==> images/met2.png <==
Drawn at 4 px/um. Cells faint in the background.
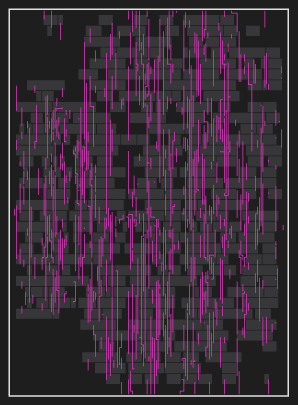
==> images/pins.png <==
Drawn at 4 px/um. Pins as bars across the die edge, other pins in grey.
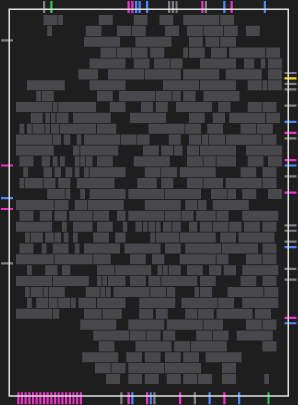
==> images/final_congestion.png <==
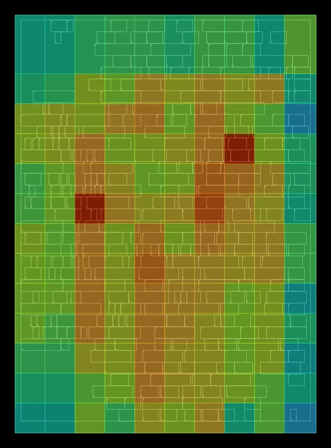
==> images/wire_density.png <==
Drawn at 4 px/um. 14 x 19 tiles, from dark blue (low) to red (high), scaled to the fullest tile. Values are wire area over tile area, all layers added.
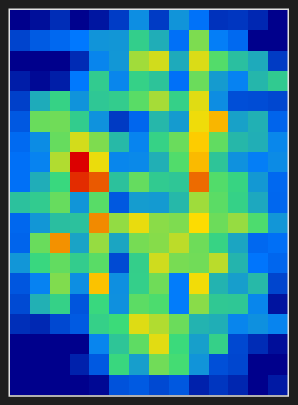
==> images/met3.png <==
Drawn at 4 px/um. Cells faint in the background.
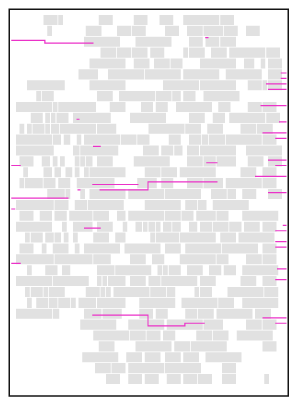
Design avalon_pio_poller_flat, sky130hd; sources not shown.
==> run notes <==
* **unrepaired setup endpoints after global routing** false
* **outcome** finished, final reports clean
* **fin. max-slew vios** 0
* **fraction of area in registers** 46.6%
* **Internal Pwr Total** 1130 uW
* **number of nets with antenna violations after detailed routing** 0
* **overall power after layout** 1470 uW
* **final-layout setup total negative slack** 0 ns
* **number of cells upsized or downsized after cts** 0
* **Post-synth EDFFs** 0
* **Rel. slew slack** 45.5%
* **DIE AREA** 6680 um^2
* **proportion of final cell area spent on non-clock buffers** 12.3%
* **sinks on the clock net** 78
* **most common library cells after synthesis** 69 x sky130_fd_sc_hd__dfrtp_1, 53 x sky130_fd_sc_hd__mux2_2, 25 x sky130_fd_sc_hd__xnor2_1
* **Ys Warns** 0
* **final worst setup slack** 1.25 ns
* **Final Net Count** 363
* **Critical Path AT** 2.83 ns
* **Synth Area per Inst** 13.1 um^2
* **Fin Clk Skew** 0.0106 ns
* **power in the clock group** 524 uW
* **portion of synthesized cell area occupied by the leading cell type** 49.4%
* **Worst Hold Slack** 0.487 ns
* **Tap Count** 72
* **maximum ir drop on the vdd rail** 0.000200 V
* **area fraction in full adders, half adders and majority gates** 2.51%
* **number of distinct library cells after synthesis** 30
* **global route overflow** 0
* **mux contribution to synthesized area** 18.6%
* **xor+xnor area frac** 10.3%
* **and-or/or-and share of the synthesized area** 1.57%
* **antenna violations before repair** 0
* **share of total power in sequential cells** 58.6%
Notes on met2.png above:
main direction: vertical
longest straight run: 43.5 um
wire length on this layer: 3140 um
share of all routed wire: 52%
via count: 2103
global-route track usage on met2: 34.8%
final routed wirelength across all metal layers: 6050 um

Notes on pins.png above:
| colour | port | pins | direction | edge |
|---|---|---|---|---|
| blue | bus_out_data | 14 | output | 5 top, 4 bottom, 4 right, 1 left |
| yellow | overflow | 1 | output | right |
| magenta | bus_avm_readdata | 32 | input | 22 bottom, 4 right, 4 top, 2 left |
| green | bus_avm_address | 2 | output | 1 top, 1 bottom |
Vert. Die Dim: 96.3 um
total of buffers placed on input and output ports: 49
die outline width: 69.4 um

Notes on final_congestion.png above:
met1 Usage GRT: 23.8%
global routing's busiest layer: met2

Notes on wire_density.png above:
emptiest ninth of the die: bottom left
fullest tile: 0.39
nearly empty tiles: 9.0%
mean over tiles: 0.14
tiles over half the peak: 26%
GRT Resource Usage Total: 20.2%
DR WL/cell: 15.3 um

Notes on met3.png above:
nets with wire on the layer: 27
main direction: horizontal
wire length on this layer: 190 um
met3 GRT Util: 4.71%

per-layer routing:
layer  global-route usage (%)  wire [um]
met1                     23.8       2590
met2                     34.8       3140
met3                     4.71        189
met4                     10.4        126
met5                        0          0
through the flow:
stage / instances / util [%]
finish: 396 / 68.3
global route: 396 / 68.3
CTS: 396 / 68.3
detailed placement: 380 / 65.6
global placement: 380 / 65.6
floorplan: 267 / -
worst register-to-register path, stage by stage (launching register included):
cell and delay [ns]:
sky130_fd_sc_hd__dfrtp_1 0.45, sky130_fd_sc_hd__xor2_1 0.17, sky130_fd_sc_hd__nor4_1 0.34, sky130_fd_sc_hd__nand4_1 0.26, sky130_fd_sc_hd__nor3_4 0.48, sky130_fd_sc_hd__buf_4 0.39
sky130_fd_sc_hd__mux2_2 0.39
No activity file was given, so power comes from the tool's default toggle rates.
